### src/rtl/ibex_csr_shadow_bank.sv
// CSR bank with an optional inverted shadow copy per register and an optional
// two-phase update protocol (a write commits only when repeated identically).
//
// state  | meaning
// IDLE   | no write pending
// STAGED | first write latched, waiting for an identical confirming write
module ibex_csr_shadow_bank #(
   parameter int unsigned      Width      = 32,
   parameter int unsigned      NumRegs    = 4,
   parameter logic [Width-1:0] ResetValue = '0,
   parameter bit               ShadowCopy = 1'b1,
   parameter bit               TwoPhase   = 1'b1,
   localparam int unsigned     AW         = (NumRegs > 1) ? $clog2(NumRegs) : 1
) (
   input  logic             clk_i,
   input  logic             rst_ni,
   input  logic             wr_en_i,
   input  logic [AW-1:0]    wr_addr_i,
   input  logic [Width-1:0] wr_data_i,
   input  logic [AW-1:0]    rd_addr_i,
   output logic [Width-1:0] rd_data_o,
   output logic             rd_error_o,
   output logic             staged_o,
   output logic             update_err_o,
   output logic             err_sticky_o
);

   typedef enum logic {IDLE = 1'b0, STAGED = 1'b1} state_e;

   state_e                        state_q, state_d;
   logic [AW-1:0]                 staged_addr_q, staged_addr_d;
   logic [Width-1:0]              staged_data_q, staged_data_d;
   logic [NumRegs-1:0][Width-1:0] primary_q;
   logic [NumRegs-1:0][Width-1:0] shadow_q;
   logic [NumRegs-1:0]            mismatch;
   logic                          wr_valid, rd_valid;
   logic                          commit;
   logic                          update_err_d, update_err_q;
   logic                          err_sticky_q;

   assign wr_valid = 32'(wr_addr_i) < NumRegs;
   assign rd_valid = 32'(rd_addr_i) < NumRegs;

   // Without a shadow copy there is nothing to compare, so every error source stays 0.
   for (genvar g = 0; g < NumRegs; g++) begin : g_chk
      assign mismatch[g] = ShadowCopy && (primary_q[g] != ~shadow_q[g]);
   end

   always_comb begin
      state_d       = state_q;
      staged_addr_d = staged_addr_q;
      staged_data_d = staged_data_q;
      commit        = 1'b0;
      update_err_d  = 1'b0;
      if (wr_en_i && wr_valid) begin
         if (!TwoPhase) begin
            commit = 1'b1;
         end else begin
            case (state_q)
               IDLE: begin
                  state_d       = STAGED;
                  staged_addr_d = wr_addr_i;
                  staged_data_d = wr_data_i;
               end
               STAGED: begin
                  state_d = IDLE;
                  if (wr_addr_i == staged_addr_q && wr_data_i == staged_data_q) begin
                     commit = 1'b1;
                  end else begin
                     update_err_d = ShadowCopy;
                  end
               end
               default: state_d = IDLE;
            endcase
         end
      end
   end

   always_ff @(posedge clk_i) begin
      if (!rst_ni) begin
         state_q       <= IDLE;
         staged_addr_q <= '0;
         staged_data_q <= '0;
         primary_q     <= {NumRegs{ResetValue}};
         shadow_q      <= {NumRegs{~ResetValue}};
         update_err_q  <= 1'b0;
         err_sticky_q  <= 1'b0;
      end else begin
         state_q       <= state_d;
         staged_addr_q <= staged_addr_d;
         staged_data_q <= staged_data_d;
         update_err_q  <= update_err_d;
         err_sticky_q  <= err_sticky_q | (|mismatch);
         if (commit) begin
            primary_q[wr_addr_i] <= wr_data_i;
            shadow_q[wr_addr_i]  <= ~wr_data_i;
         end
      end
   end

   // Reads see the registered value only; a same-cycle write is not bypassed.
   assign rd_data_o    = rd_valid ? primary_q[rd_addr_i] : '0;
   assign rd_error_o   = rd_valid & mismatch[rd_addr_i];
   assign staged_o     = (state_q == STAGED);
   assign update_err_o = update_err_q;
   assign err_sticky_o = err_sticky_q;

endmodule

### config.mk
export PLATFORM = sky130hd
export DESIGN_NAME = ibex_csr_shadow_bank
export DESIGN_NICKNAME = d
export VERILOG_FILES = /design/src/rtl/ibex_csr_shadow_bank.sv
export SDC_FILE = /design/constraint.sdc
export NUM_CORES = 1
export LEC_CHECK = 0
export CORE_MARGIN = 2
export CORE_UTILIZATION = 60
export CTS_CLUSTER_SIZE = 14
export DETAILED_ROUTE_END_ITERATION = 16
export HOLD_SLACK_MARGIN = 0.06
export PLACE_DENSITY = 0.8
export SKIP_LAST_GASP = 1
export SYNTH_ARGS = -nofsm -noshare
export SYNTH_HDL_FRONTEND = slang
export SYNTH_SLANG_ARGS = --single-unit
### constraint.sdc
create_clock -name clk_i -period 3.92 [get_ports clk_i]
set_clock_uncertainty 0.1 [all_clocks]
set_input_delay 1.176 -clock clk_i [delete_from_list [all_inputs] [get_ports clk_i]]
set_output_delay 1.176 -clock clk_i [all_outputs]
set_load 0.005 [all_outputs]
run_1/met1.png
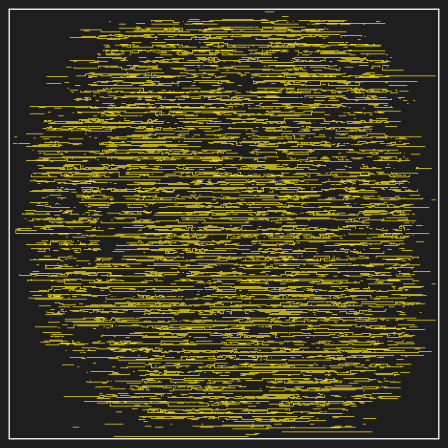
nets with wire on the layer: 1390
longest straight run: 64.9 um
share of all routed wire: 39%
wire length on this layer: 16200 um
main direction: horizontal
via count: 11345
met1 global-route usage: 47.14%
Routed WL: 41480 um

run_1/port_nets.png
Scale bar: 50 um.
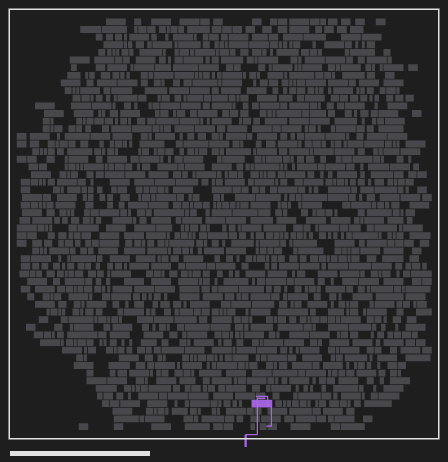
[purple] err_sticky_o | bits: 1 | direction: output | edge: bottom | end cells: 1 | buffers: 1 | wire: 38.6 um
I/O Pins: 75
# port buffers: 74

run_1/clock_map.png
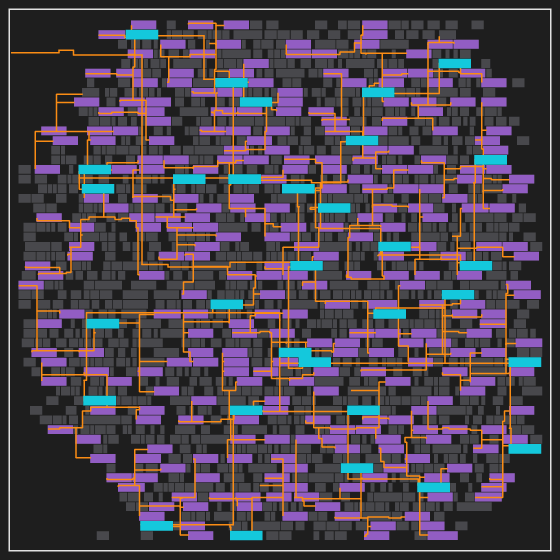
[orange] clock wires | length: 3320 um
[cyan] cells driving clock nets | count: 31
[purple] flip-flops | count: 293
flops lie: all over the die
routed clock nets: 32
clk latency late pin: 560 ps
Clk pwr share: 46.5%
clock-net power: 2.97 mW

==> results.yml, run 1 <==
# physical design summary
layout:
  fin_cells: 1769
  postLayoutCoreUtil_pct: 72.44
  nClkBuffers: 41
  diodes: 0
  ff_count: 293
  reg_top3: "primary_q: 128 flops, shadow_q: 128 flops, staged_data_q: 32 flops"
  comb_area_share_pct: 44.34
  fin_nets: 1507
  seqCellArea_sq_um: 5886
  buf_share_pct: 9.551
  comb.multi_input.count: 997
  lay_top_cells: "nand2_1 (302), dfxtp_1 (281), o211ai_1 (128)"
  lay_top_count: "nand2_1"
  inverters: 0
  n_fill_cell: 1525
  largest_cell_class: "logic gates"
  area_growth_syn_to_layout_pct: 19.17
  n_all_buffers: 145
drt:
  postRouteAntennaNets: 0
  top_layer: "met4"
  m1WireLength_um: 16160
  routedWlPerCell_um: 23.45
  firstDrtPassIters: 5
  via_per_inst: 6.413
  dr_wl_met2_um: 18570
  dr_wl_met3_um: 4862
pwr:
  power_leader: "registers"
  pwr-share-comb_pct: 6.4
  p_int_mw: 4.906
  power_mw: 6.390
  p_sw_mw: 1.484
  switching_share_pct: 23.22
  comb_cell_power_uw: 408
  vdd_drop_max_mv: 0.2690
die:
  fp.dieW_um: 152.5
  die_h_um: 152.5
  coreArea_sq_um: 21760
  die_area_sq_um: 23240
  rows: 54
worst_setup_path:
  arrival_ps: 2650
  crit_family: "simple AND/OR/NAND/NOR gates"
  reg2reg_depth: 8
  crit_path_start_kind: "flip-flop"
  slowest_delay_ps: 540
  path_buffers: 1
  cp.required_ps: 2640
  cpMaxStageDelayCell: "mux4_2"
  path_depth: 6
  critPathLaunch: "primary_q[112]$_SDFFE_PN0P_"
  end_kind: "primary output"
  r2r_end: "shadow_q[101]$_SDFFE_PN1P_"
  reg2reg_from: "staged_data_q[6]$_SDFFE_PN0P_"
  critPathKind: "flip-flop to primary output"
  endpoint: "rd_error_o"
placed_design:
  dpl_cell_area_sq_um: 14470
  place_congestion: 0.9397
  place_inst: 1713
  dpl_worst_slack_ps: -21.98
logic_synthesis:
  synth_stat.cells: 1433
  top_area_cell: "dfxtp_1"
  synth_dominant_cell_count: "nand2_1"
  synth_cell_types: 29
  synthAoiAreaFrac_pct: 14.84
  synthArstFlopShare_pct: 0
  yosys-stat-area_sq_um: 13220
  edf_count: 0
  syn_inst: 1433
  flop_cell: "dfxtp_1"
  ys_sh_simple_pct: 17.59
  synthTopCellsByArea: "dfxtp_1 (44%), xor2_1 (9.3%), nand2_1 (8.6%)"
  yosys_warnings: 0
  synthTopCellsByCount: "nand2_1 (302), dfxtp_1 (293), xor2_1 (140)"
  synth-adder-area-share_pct: 0
  synth_top_area_share_pct: 44.36
  synth_flops: 293
  yosys.stat.seqShare_pct: 44.36
sta:
  fin_crit_sh_pct: 100.0
  finalSetupViolations: 1
  hold_slack_ps: 373.5
  max_slew.worst_pin.slew_ps: 574.6
  maxSlewHeadroom_pct: 61.69
  setup_tns_ps: -1.904
  hold_violations: 0
  clock.fmax_ghz: 0.2550
  slew_viol_final: 0
  period_minus_slack_ps: 3922
  fin_ws_ps: -1.904
clock_network:
  cts.reportedPaths.clkPinSlew_ps: 60
  root_buffer: "clkbuf_16"
  cts.sinks: 293
  cts_max_path_buffers: 3
  htreeDepth: 1
global_routing:
  grt_pass1_wl_um: 63060
  grt-busiest-layer: "met2"
  globalRouteMet2Util_pct: 53.54
  grt_max_degree: 106
  first_global_vias: 10723
  grt.total_usage_pct: 34.42
  grt_use_met3_pct: 7.366
worst_hold_path:
  hold_end: "primary_q[90]$_SDFFE_PN0P_"
  worstHoldPathCells: 2
  worstHoldStart: "primary_q[90]$_SDFFE_PN0P_"
outcome:
  failed_checks: "negative setup slack"
  outcome: "complete, but fails checks"
job:
  warnings: 28
  max_cap_violations: 0
## Run 2: what changed since run 1
--- a/config.mk
+++ b/config.mk
@@ -5,12 +5,15 @@
 export SDC_FILE = /design/constraint.sdc
 export NUM_CORES = 1
 export LEC_CHECK = 0
+export CELL_PAD_IN_SITES_DETAIL_PLACEMENT = 2
+export CELL_PAD_IN_SITES_GLOBAL_PLACEMENT = 2
 export CORE_MARGIN = 2
-export CORE_UTILIZATION = 60
+export CORE_UTILIZATION = 38
 export CTS_CLUSTER_SIZE = 14
 export DETAILED_ROUTE_END_ITERATION = 16
 export HOLD_SLACK_MARGIN = 0.06
-export PLACE_DENSITY = 0.8
+export PLACE_DENSITY_LB_ADDON = 0.1
+export SETUP_SLACK_MARGIN = 0.4
 export SKIP_LAST_GASP = 1
 export SYNTH_ARGS = -nofsm -noshare
 export SYNTH_HDL_FRONTEND = slang
run_2/port_nets.png
Scale bar: 50 um.
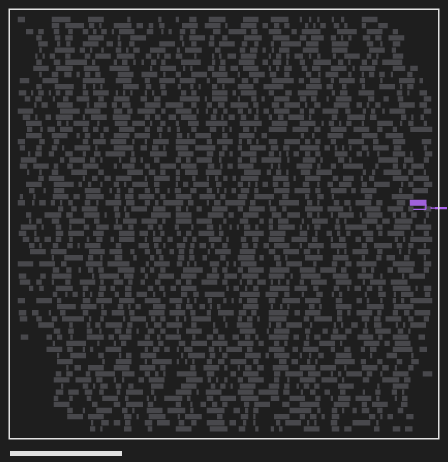
[purple] err_sticky_o | bits: 1 | direction: output | edge: right | end cells: 1 | buffers: 1 | wire: 10.3 um

==> run 2 against run 1 <==
The run now ends clean. Fmax increased by 1.9%. Routed wire length increased by 50%. Final area is 9.8% higher. Synthesized cell count unchanged. Cell count rose by 15%. Register-to-register slack got worse by 240 ps. Critical endpoint unchanged. Highest routed layer unchanged.
==> results.yml, run 2 <==
# physical design summary
logic_synthesis:
  syn_inst: 1433
  synthTopCellsByArea: "dfxtp_1 (44%), xor2_1 (9.3%), nand2_1 (8.6%)"
  yosys_warnings: 0
  yosys-stat-area_sq_um: 13220
  ys_sh_simple_pct: 17.59
  top_area_cell: "dfxtp_1"
  synth_flops: 293
  synthTopCellsByCount: "nand2_1 (302), dfxtp_1 (293), xor2_1 (140)"
  synthArstFlopShare_pct: 0
  edf_count: 0
  synth_top_area_share_pct: 44.36
  yosys.stat.seqShare_pct: 44.36
  synth_dominant_cell_count: "nand2_1"
  synth_cell_types: 29
  synth-adder-area-share_pct: 0
  synthAoiAreaFrac_pct: 14.84
  mux_area_share_pct: 8.042
  flop_cell: "dfxtp_1"
  synth_stat.cells: 1433
  synth.logic.top_family: "simple AND/OR/NAND/NOR gates"
placed_design:
  place_congestion: 0.8171
  io_buffers: 74
  dpl_worst_slack_ps: -198.8
  dpl_cell_area_sq_um: 14890
  place_inst: 1922
layout:
  diodes: 0
  fin_cells: 2027
  lay_top_count: "nand2_1"
  area_growth_syn_to_layout_pct: 30.89
  fin_nets: 1585
  n_all_buffers: 217
  postLayoutCoreUtil_pct: 50.36
  comb_area_share_pct: 42.73
  ff_count: 293
  nClkBuffers: 57
  seqCellArea_sq_um: 5918
  largest_cell_class: "logic gates"
  buf_share_pct: 12.76
  comb.multi_input.count: 997
  lay_top_cells: "nand2_1 (300), dfxtp_1 (263), o211ai_1 (128)"
  n_fill_cell: 3511
  reg_top3: "primary_q: 128 flops, shadow_q: 128 flops, staged_data_q: 32 flops"
  inverters: 0
global_routing:
  antenna_found_initial: 0
  globalRouteMet2Util_pct: 54.22
  grt_pass1_wl_um: 85130
  first_global_vias: 12585
  grt_use_met1_pct: 40.94
  grt-busiest-layer: "met2"
  grt_use_met3_pct: 5.815
  grt_max_degree: 99
  grt.total_usage_pct: 32.12
worst_setup_path:
  reg2reg_depth: 9
  path_depth: 6
  cpMaxStageDelayCell: "mux4_2"
  endpoint: "rd_error_o"
  crit_path_start_kind: "flip-flop"
  cp.required_ps: 2640
  r2r_end: "primary_q[65]$_SDFFE_PN0P_"
  end_kind: "primary output"
  critPathKind: "flip-flop to primary output"
  arrival_ps: 2570
  slowest_delay_ps: 510
  reg2reg_from: "staged_data_q[21]$_SDFFE_PN0P_"
  critPathLaunch: "primary_q[84]$_SDFFE_PN0P_"
  crit_family: "simple AND/OR/NAND/NOR gates"
  path_buffers: 1
sta:
  slew_viol_final: 0
  setup_tns_ps: 0
  hold_violations: 0
  max_slew.worst_pin.slew_ps: 743.0
  fin_ws_ps: 72.09
  finalSetupViolations: 0
  fin_crit_sh_pct: 98.16
  hold_slack_ps: 368.4
  period_minus_slack_ps: 3848
pwr:
  comb_cell_power_uw: 542
  pwr-share-comb_pct: 7.8
  p_seq_mw: 3.01
  power_mw: 6.985
  p_sw_mw: 1.717
  switching_share_pct: 24.59
  power_frac_clock_pct: 49.1
  pg_clk_mw: 3.43
  vdd_drop_max_mv: 0.2774
  p_int_mw: 5.267
worst_hold_path:
  worstHoldPathCells: 1
  hold_end: "err_sticky_o$_SDFF_PN0_"
  worstHoldStart: "err_sticky_o$_SDFF_PN0_"
drt:
  dr_wl_met2_um: 30270
  wl_um: 62340
  vias: 12086
  firstDrtPassIters: 5
  dr_wl_met3_um: 3976
  m1WireLength_um: 25460
  routedWlPerCell_um: 30.75
  top_layer: "met4"
  via_per_inst: 5.963
  postRouteAntennaNets: 0
clock_network:
  root_buffer: "clkbuf_16"
  htreeDepth: 2
  holdBufCountCts: 0
  cts_max_path_buffers: 3
  cts_tree: "yes"
  cts.reportedPaths.clkPinSlew_ps: 60
job:
  max_cap_violations: 0
  warnings: 29
die:
  die_h_um: 190.5
  die_area_sq_um: 36310
  rows: 68
  num_io_pins: 75
  fp.dieW_um: 190.5
  coreArea_sq_um: 34370
outcome:
  outcome: "finished clean"
Power and IR drop assume default switching activity.
